**src/rtl/sdram_port_arbiter_if.sv**
```systemverilog
// ---------------------------------------------------------------------------
// sdram_port_arbiter_if
//   Bundle between the port arbiter and sdram_ctrl. It carries one write
//   request/ack pair and one read request/ack pair, each with a burst start
//   address and a burst length.
//
//   master : arbiter side. Drives the reqs, addrs and lens, receives the acks.
//   slave  : sdram_ctrl side. Receives the reqs, addrs and lens, drives the acks.
// ---------------------------------------------------------------------------
interface sdram_port_arbiter_if #(
   parameter int ADDR_W = 24,
   parameter int LEN_W  = 10
);
   logic              sdram_wr_req;
   logic              sdram_rd_req;
   logic              sdram_wr_ack;
   logic              sdram_rd_ack;
   logic [ADDR_W-1:0] sdram_wr_addr;
   logic [ADDR_W-1:0] sdram_rd_addr;
   logic [LEN_W-1:0]  wr_burst_len;
   logic [LEN_W-1:0]  rd_burst_len;

   modport master (
      output sdram_wr_req, sdram_rd_req, sdram_wr_addr, sdram_rd_addr,
             wr_burst_len, rd_burst_len,
      input  sdram_wr_ack, sdram_rd_ack
   );

   modport slave (
      input  sdram_wr_req, sdram_rd_req, sdram_wr_addr, sdram_rd_addr,
             wr_burst_len, rd_burst_len,
      output sdram_wr_ack, sdram_rd_ack
   );
endinterface

```
**src/rtl/sdram_port_arbiter.sv**
```systemverilog
// ---------------------------------------------------------------------------
// sdram_port_arbiter
//   Round-robin arbiter and address generator for NUM_CH FIFO channels in
//   front of sdram_ctrl. Each channel is either a write or a read channel,
//   selected by CH_IS_RD. Each channel walks its own [b_addr, e_addr) window
//   in steps of burst_len and has an optional ping-pong page, which is
//   inserted at address bit PP_BIT. Only one burst is in flight at a time.
//
//   sys_clk, sys_rst   : clock, synchronous active-high reset
//   init_end           : SDRAM initialisation done. Gates new grants.
//   ch_req / ch_rst    : per-channel burst request / address reset (levels)
//   ch_b_addr/e_addr   : per-channel window, flattened, channel 0 in the LSBs
//   ch_burst_len       : per-channel burst length, flattened
//   pingpang_en        : per-channel ping-pong enable
//   ch_grant / ch_done : one-hot grant for the burst / 1-cycle completion pulse
//   ch_page            : current ping-pong page of each channel
//   cur_ch             : index of the granted channel, for the data mux
//   sdram              : request/ack/address/length bundle to sdram_ctrl
// ---------------------------------------------------------------------------
module sdram_port_arbiter #(
   parameter int                NUM_CH   = 4,
   parameter logic [NUM_CH-1:0] CH_IS_RD = 4'b1100,
   parameter int                ADDR_W   = 24,
   parameter int                LEN_W    = 10,
   parameter int                PP_BIT   = 22,
   parameter int                CH_W     = $clog2(NUM_CH)
) (
   input  logic                     sys_clk,
   input  logic                     sys_rst,
   input  logic                     init_end,
   input  logic [NUM_CH-1:0]        ch_req,
   input  logic [NUM_CH-1:0]        ch_rst,
   input  logic [NUM_CH*ADDR_W-1:0] ch_b_addr,
   input  logic [NUM_CH*ADDR_W-1:0] ch_e_addr,
   input  logic [NUM_CH*LEN_W-1:0]  ch_burst_len,
   input  logic [NUM_CH-1:0]        pingpang_en,
   output logic [NUM_CH-1:0]        ch_grant,
   output logic [NUM_CH-1:0]        ch_done,
   output logic [NUM_CH-1:0]        ch_page,
   output logic [CH_W-1:0]          cur_ch,
   sdram_port_arbiter_if.master     sdram
);

   typedef enum logic [2:0] {IDLE, ARB, REQ, XFER, DONE} state_t;

   state_t              state_reg, state_next;
   logic [CH_W-1:0]     ptr_reg;
   logic [CH_W-1:0]     cur_ch_reg;
   logic                cur_rd_reg;
   logic [NUM_CH-1:0]   grant_reg;
   logic [NUM_CH-1:0]   done_reg;
   logic                wr_req_reg, rd_req_reg;
   logic [ADDR_W-1:0]   wr_addr_reg, rd_addr_reg;
   logic [LEN_W-1:0]    wr_len_reg, rd_len_reg;
   logic                loaded_reg;

   logic [NUM_CH-1:0]        eligible;
   logic                     pick_valid;
   logic [CH_W-1:0]          pick_idx;
   logic                     cur_ack;
   logic [NUM_CH*ADDR_W-1:0] out_addr_flat;
   logic [ADDR_W-1:0]        sel_addr;
   logic [LEN_W-1:0]         sel_len;

   // A channel held in address reset is never granted.
   assign eligible = ch_req & ~ch_rst;
   assign cur_ack  = cur_rd_reg ? sdram.sdram_rd_ack : sdram.sdram_wr_ack;
   assign sel_addr = out_addr_flat[pick_idx*ADDR_W +: ADDR_W];
   assign sel_len  = ch_burst_len[pick_idx*LEN_W +: LEN_W];

   // The round-robin search starts at the priority pointer. The first
   // eligible channel in rotating order wins.
   always_comb begin
      logic [CH_W:0] cand;
      pick_valid = 1'b0;
      pick_idx   = '0;
      cand       = '0;
      for (int i = 0; i < NUM_CH; i++) begin
         cand = {1'b0, ptr_reg} + (CH_W+1)'(i);
         if (cand >= (CH_W+1)'(NUM_CH))
            cand = cand - (CH_W+1)'(NUM_CH);
         if (!pick_valid && eligible[cand[CH_W-1:0]]) begin
            pick_valid = 1'b1;
            pick_idx   = cand[CH_W-1:0];
         end
      end
   end

   // ---------------- FSM ----------------
   always_ff @(posedge sys_clk) begin
      if (sys_rst)
         state_reg <= IDLE;
      else
         state_reg <= state_next;
   end

   always_comb begin
      state_next = state_reg;
      case (state_reg)
         IDLE:    if (init_end && (ch_req != '0)) state_next = ARB;
         ARB:     state_next = pick_valid ? REQ : IDLE;
         REQ:     if (cur_ack)  state_next = XFER;
         XFER:    if (!cur_ack) state_next = DONE;
         DONE:    state_next = IDLE;
         default: state_next = IDLE;
      endcase
   end

   // ---------------- grant / request datapath ----------------
   always_ff @(posedge sys_clk) begin
      if (sys_rst) begin
         ptr_reg     <= '0;
         cur_ch_reg  <= '0;
         cur_rd_reg  <= 1'b0;
         grant_reg   <= '0;
         done_reg    <= '0;
         wr_req_reg  <= 1'b0;
         rd_req_reg  <= 1'b0;
         wr_addr_reg <= '0;
         rd_addr_reg <= '0;
         wr_len_reg  <= '0;
         rd_len_reg  <= '0;
      end else begin
         done_reg <= '0;
         if (state_reg == ARB && pick_valid) begin
            cur_ch_reg <= pick_idx;
            cur_rd_reg <= CH_IS_RD[pick_idx];
            grant_reg  <= NUM_CH'(1) << pick_idx;
            ptr_reg    <= (pick_idx == CH_W'(NUM_CH-1)) ? '0 : pick_idx + 1'b1;
            if (CH_IS_RD[pick_idx]) begin
               rd_req_reg  <= 1'b1;
               rd_addr_reg <= sel_addr;
               rd_len_reg  <= sel_len;
            end else begin
               wr_req_reg  <= 1'b1;
               wr_addr_reg <= sel_addr;
               wr_len_reg  <= sel_len;
            end
         end
         if (state_reg == REQ && cur_ack) begin
            wr_req_reg <= 1'b0;
            rd_req_reg <= 1'b0;
         end
         // The grant drops when DONE is entered. done_reg mirrors the grant
         // for exactly that one cycle.
         if (state_reg == XFER && !cur_ack) begin
            grant_reg <= '0;
            done_reg  <= grant_reg;
         end
      end
   end

   // After reset, every channel copies its begin address once.
   always_ff @(posedge sys_clk) begin
      if (sys_rst)
         loaded_reg <= 1'b0;
      else
         loaded_reg <= 1'b1;
   end

   // ---------------- per-channel address / page state ----------------
   genvar gi;
   generate
      for (gi = 0; gi < NUM_CH; gi++) begin : g_ch
         logic [ADDR_W-1:0] addr_reg;
         logic              page_reg;
         logic              pp_en_reg;
         logic              rst_pend_reg;
         logic [ADDR_W-1:0] b_addr, e_addr, pp_addr;
         logic [LEN_W-1:0]  len;
         logic [ADDR_W+1:0] next_addr, span_end;
         logic              wrap, done_here;

         assign b_addr    = ch_b_addr[gi*ADDR_W +: ADDR_W];
         assign e_addr    = ch_e_addr[gi*ADDR_W +: ADDR_W];
         assign len       = ch_burst_len[gi*LEN_W +: LEN_W];
         // Two spare bits keep next + len from overflowing before the compare.
         assign next_addr = {2'b00, addr_reg} + {{(ADDR_W+2-LEN_W){1'b0}}, len};
         assign span_end  = next_addr + {{(ADDR_W+2-LEN_W){1'b0}}, len};
         assign wrap      = span_end > {2'b00, e_addr};
         assign done_here = (state_reg == DONE) && (cur_ch_reg == CH_W'(gi));

         always_comb begin
            pp_addr         = addr_reg;
            pp_addr[PP_BIT] = page_reg;
         end

         assign out_addr_flat[gi*ADDR_W +: ADDR_W] = pp_en_reg ? pp_addr : addr_reg;
         assign ch_page[gi] = page_reg;

         // A reset that arrives while the channel is granted is held pending,
         // so a short pulse during the burst still rewinds the channel in DONE.
         // At that point it takes priority over the normal wrap.
         always_ff @(posedge sys_clk) begin
            if (sys_rst) begin
               addr_reg     <= '0;
               page_reg     <= 1'b0;
               pp_en_reg    <= 1'b0;
               rst_pend_reg <= 1'b0;
            end else if (!loaded_reg) begin
               addr_reg  <= b_addr;
               page_reg  <= 1'b0;
               pp_en_reg <= pingpang_en[gi];
            end else if (done_here) begin
               rst_pend_reg <= 1'b0;
               if (ch_rst[gi] || rst_pend_reg) begin
                  addr_reg  <= b_addr;
                  page_reg  <= 1'b0;
                  pp_en_reg <= pingpang_en[gi];
               end else if (wrap) begin
                  addr_reg  <= b_addr;
                  pp_en_reg <= pingpang_en[gi];
                  if (pingpang_en[gi])
                     page_reg <= ~page_reg;
               end else begin
                  addr_reg <= next_addr[ADDR_W-1:0];
               end
            end else if (ch_rst[gi]) begin
               if (grant_reg[gi]) begin
                  rst_pend_reg <= 1'b1;
               end else begin
                  addr_reg  <= b_addr;
                  page_reg  <= 1'b0;
                  pp_en_reg <= pingpang_en[gi];
               end
            end
         end
      end
   endgenerate

   assign ch_grant            = grant_reg;
   assign ch_done             = done_reg;
   assign cur_ch              = cur_ch_reg;
   assign sdram.sdram_wr_req  = wr_req_reg;
   assign sdram.sdram_rd_req  = rd_req_reg;
   assign sdram.sdram_wr_addr = wr_addr_reg;
   assign sdram.sdram_rd_addr = rd_addr_reg;
   assign sdram.wr_burst_len  = wr_len_reg;
   assign sdram.rd_burst_len  = rd_len_reg;

endmodule

```
**src/flat_wrapper.sv**
```systemverilog
// flat-port wrapper written by rule: the top's interface ports become plain ports
module sdram_port_arbiter_flat 
#(
   parameter int                NUM_CH   = 4,
   parameter logic [NUM_CH-1:0] CH_IS_RD = 4'b1100,
   parameter int                ADDR_W   = 24,
   parameter int                LEN_W    = 10,
   parameter int                PP_BIT   = 22,
   parameter int                CH_W     = $clog2(NUM_CH)
)
  (sys_clk, sys_rst, init_end, ch_req, ch_rst, ch_b_addr, ch_e_addr, ch_burst_len, pingpang_en, ch_grant, ch_done, ch_page, cur_ch, sdram_sdram_wr_req, sdram_sdram_rd_req, sdram_sdram_wr_addr, sdram_sdram_rd_addr, sdram_wr_burst_len, sdram_rd_burst_len, sdram_sdram_wr_ack, sdram_sdram_rd_ack);
  sdram_port_arbiter_if #(.ADDR_W(ADDR_W), .LEN_W(LEN_W)) sdram_i ();
  input  logic sys_clk;
  input  logic sys_rst;
  input  logic init_end;
  input  logic [NUM_CH-1:0] ch_req;
  input  logic [NUM_CH-1:0] ch_rst;
  input  logic [NUM_CH*ADDR_W-1:0] ch_b_addr;
  input  logic [NUM_CH*ADDR_W-1:0] ch_e_addr;
  input  logic [NUM_CH*LEN_W-1:0] ch_burst_len;
  input  logic [NUM_CH-1:0] pingpang_en;
  output logic [NUM_CH-1:0] ch_grant;
  output logic [NUM_CH-1:0] ch_done;
  output logic [NUM_CH-1:0] ch_page;
  output logic [CH_W-1:0] cur_ch;
  output wire logic [$bits(sdram_i.sdram_wr_req)-1:0] sdram_sdram_wr_req;
  output wire logic [$bits(sdram_i.sdram_rd_req)-1:0] sdram_sdram_rd_req;
  output wire logic [$bits(sdram_i.sdram_wr_addr)-1:0] sdram_sdram_wr_addr;
  output wire logic [$bits(sdram_i.sdram_rd_addr)-1:0] sdram_sdram_rd_addr;
  output wire logic [$bits(sdram_i.wr_burst_len)-1:0] sdram_wr_burst_len;
  output wire logic [$bits(sdram_i.rd_burst_len)-1:0] sdram_rd_burst_len;
  input wire logic [$bits(sdram_i.sdram_wr_ack)-1:0] sdram_sdram_wr_ack;
  input wire logic [$bits(sdram_i.sdram_rd_ack)-1:0] sdram_sdram_rd_ack;
  assign sdram_sdram_wr_req = sdram_i.sdram_wr_req;
  assign sdram_sdram_rd_req = sdram_i.sdram_rd_req;
  assign sdram_sdram_wr_addr = sdram_i.sdram_wr_addr;
  assign sdram_sdram_rd_addr = sdram_i.sdram_rd_addr;
  assign sdram_wr_burst_len = sdram_i.wr_burst_len;
  assign sdram_rd_burst_len = sdram_i.rd_burst_len;
  assign sdram_i.sdram_wr_ack = sdram_sdram_wr_ack;
  assign sdram_i.sdram_rd_ack = sdram_sdram_rd_ack;
  sdram_port_arbiter #(.NUM_CH(NUM_CH), .CH_IS_RD(CH_IS_RD), .ADDR_W(ADDR_W), .LEN_W(LEN_W), .PP_BIT(PP_BIT), .CH_W(CH_W)) u_core (.sys_clk(sys_clk), .sys_rst(sys_rst), .init_end(init_end), .ch_req(ch_req), .ch_rst(ch_rst), .ch_b_addr(ch_b_addr), .ch_e_addr(ch_e_addr), .ch_burst_len(ch_burst_len), .pingpang_en(pingpang_en), .ch_grant(ch_grant), .ch_done(ch_done), .ch_page(ch_page), .cur_ch(cur_ch), .sdram(sdram_i));
endmodule
```
**config.mk**
```make
export PLATFORM = sky130hd
export DESIGN_NAME = sdram_port_arbiter_flat
export DESIGN_NICKNAME = d
export VERILOG_FILES = /design/src/rtl/sdram_port_arbiter_if.sv /design/src/rtl/sdram_port_arbiter.sv /design/src/flat_wrapper.sv
export SDC_FILE = /design/constraint.sdc
export NUM_CORES = 1
export LEC_CHECK = 0
export ABC_CLOCK_PERIOD_IN_PS = 7830
export CORE_ASPECT_RATIO = 2
export CORE_MARGIN = 2
export CORE_UTILIZATION = 50
export CTS_BUF_LIST = sky130_fd_sc_hd__clkbuf_8
export CTS_CLUSTER_SIZE = 10
export DETAILED_ROUTE_END_ITERATION = 8
export PLACE_DENSITY = 0.78
export RECOVER_POWER = 50
export SYNTH_ARGS = -nofsm -noshare
export SYNTH_HDL_FRONTEND = slang
export SYNTH_SLANG_ARGS = --single-unit
```
**constraint.sdc**
```tcl
create_clock -name sys_clk -period 7.83 [get_ports sys_clk]
set_input_delay 1.9575 -clock sys_clk [delete_from_list [all_inputs] [get_ports sys_clk]]
set_output_delay 1.9575 -clock sys_clk [all_outputs]
set_load 0.03 [all_outputs]
```
Figure 1. Routed metal, one colour a layer.
Only two layers are drawn.
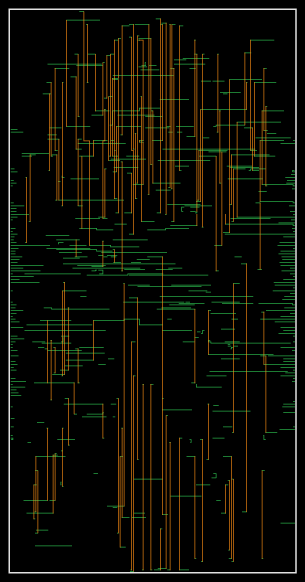
- M4: orange (wire length 5400 um)
- M3: green (wire length 3330 um)
total number of vias: 19600
detailed-route wire length: 67500 um
DR WL/cell: 20.5 um
total global-route track usage: 35.9%

Figure 2. Routing congestion.
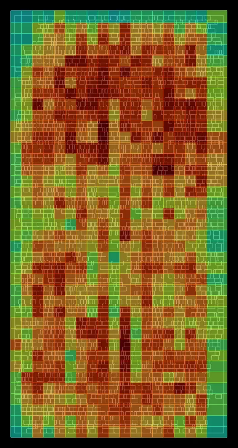
Final Core Density: 68.0%
global-route layer with the greatest usage: met2
met2 GRT Util: 63.7%

Figure 3. I/O pins on the die edge.
Pins as bars across the die edge, other pins in grey.
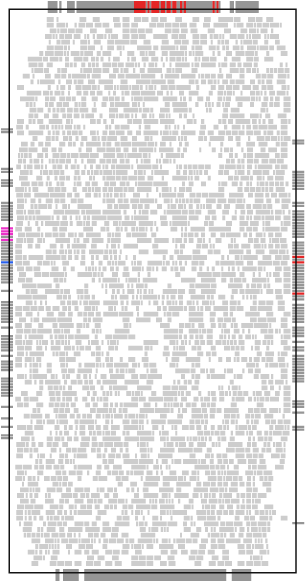
- ch_req: magenta (pins 4; direction input; edge left)
- sdram_sdram_wr_ack: blue (pins 1; direction input; edge left)
- sdram_sdram_wr_addr: red (pins 24; direction output; edge 21 top, 3 right)
- all pins by edge: 99 top, 94 bottom, 73 right, 67 left
die span in x: 137 um
Die Ht: 270 um
I/O Buffers: 332

==> changes_impl.md <==
### Implementation results

* Hold Path Sink: u_core.g_ch[0].pp_en_reg
* Min Tclk post-route at roughly 7600 ps
* FF-to-FF setup slack at between 1500 and 2000 ps
* Distinct cells, synth at 82
* # rows at slightly below 100
* Most frequent cells in the layout: buf_4, clkdlybuf4s50_1, nand2_1, nor2_1, dfxtp_1
* CTS Buffer Depth at 2
* Chip area at approximately 0.037 mm2
* Pleak at about 10 nW
* I/O pin cnt at 333
* FF+latch area at 0.00388 mm2
* Crit. End Element: flip-flop
* Yosys stat cell total at around 2300
* Post-route ant nets at 0
* Sequential cell count at approximately 190
* Final GP Congestion at 0.981
* H-tree lvl count at 4
* Final hold violation count at 0
* Worst Path Max Fanout at 7
* # Taps at 445
* Clock network area share at 1.70%
* Simple share at between 20% and 30%
* Synth Net Count at ~2800
* Nets at about 3300
* Worst path setup slack after routing at approximately 230 ps
* Status: complete, but fails checks
* Most common flop cell mapped by yosys: dfxtp_1
* DP Cell Count at ~3300
* Max cap viols at 3
* Max reg flops at 96
* Slew at the pin with the worst max-slew slack at between 4000 and 5000 ps
* GRT overflow at 0
* Top logic family: AND-OR/OR-AND gates
* Design area at roughly 0.024 mm2
* Most common cell in the synthesized netlist: nand2_1
* Initial antenna violation count at 4
* Chip Area, Yosys at approximately 0.018 mm2
* Most frequent logic cell in the layout: buf_4
* Logic inverters at between 150 and 200
* Yosys adder share at 13.7%
* Area delta synth->final at 34.6%
* Crit path capture: u_core.g_ch[0].addr_reg[16]
* Setup WS pre-CTS at -442 ps
* Worst path bufs/invs at 4
* DRC viols at 0
* Mux share at 4.23%
* Peak supply drop at between 0.1 and 0.15 mV
* CP required at ~8300 ps
* Final Max Tran Viols at about 210
* Failing checks: capacitance limit, slew limit
* Total Power at between 3 and 4 mW
* Share of cells above drive strength 1 at between 10% and 20%
* Rel. slew slack at -176%
* Dpl hpwl at 54600 um
* Fraction of registers with async set/reset at 0%
* Crit Reg-Reg Endpoint: u_core.g_ch[0].addr_reg[16]
* R2r worst-path depth at 28
* Post-synthesis sequential area ratio at 22.0%
* Multi-input gates at 1864
* FP Util at between 50 and 60%
* Syn avg cell area at 7.57 um2
* Clk slew on worst S/H paths at between 100 and 150 ps
* Area leader, netlist: dfxtp_1
* Fin crit share at roughly 97%
* Logic area at 0.0129 mm2
* Non-filler instance count after layout at about 3300
* DRT Pass-1 Iters at 6
* P per Cell Area at about 150 mW/mm2
* DR vias/cell at just under 6
* Crit Path Category: primary input to flip-flop
* Root buf cell: clkbuf_8
* Master of the slowest instance on the critical path: clkdlybuf4s50_1
Figure 4. Placement by cell class.
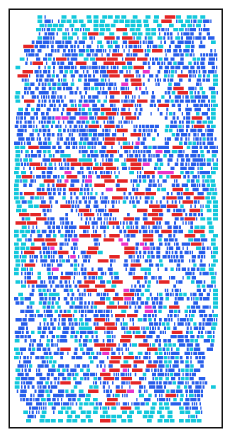
- sequential cells: red (cells 194)
- clock drivers and dummy loads: magenta (cells 32)
- remaining buffers and delay cells: cyan (cells 604)
- remaining logic cells: blue (cells 2019)

Figure 5. Routed clock nets over the placement.
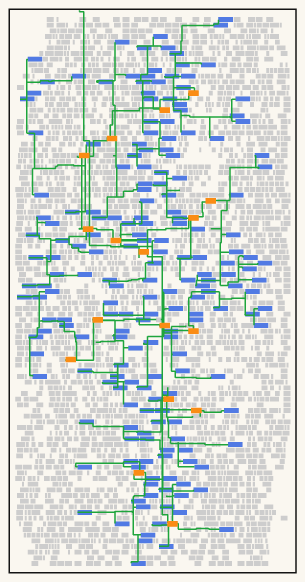
- clock-net drivers: orange (count 17)
- flip-flops: blue (count 194)
- clock wires: green (length 2710 um)
- flops lie: spread over the die
- routed clock nets: 18
clock group share of total power: 19.8%
Clock group: 705 uW
skew final: 20.4 ps
Latency at later pin: 530 ps

worst register-to-register path: cells and delay by family (launching register included):
family	cells	cell delay (ps)
AND-OR/OR-AND	12	2030
XOR/XNOR	2	290
adder cells (fa/ha/maj)	4	1360
buffers and inverters	3	460
flip-flops	1	400
AND/OR/NAND/NOR	7	1430
repair_timing:
action,4_1_cts,5_1_grt
resized,0,45
setup endpoints to repair,0,79
buffers inserted,0,7
power by group:
part	switching [mW]	internal (mW)	leakage [nW]
sequential	0.0862	1.04	1.59
combinational	0.876	0.843	8.39
clock	0.438	0.268	0.203
metal layers:
layer	track usage, %	vias to the layer above	routed length [um]	part of all wire [%]
li1	-	9389	-	-
met1	37.7	9270	24200	36
met2	63.7	714	34600	51
met3	5.09	255	3330	4.9
met4	25.6	2	5400	8.0
met5	0	-	13	0.019
No activity file was given, so power comes from the tool's default toggle rates.
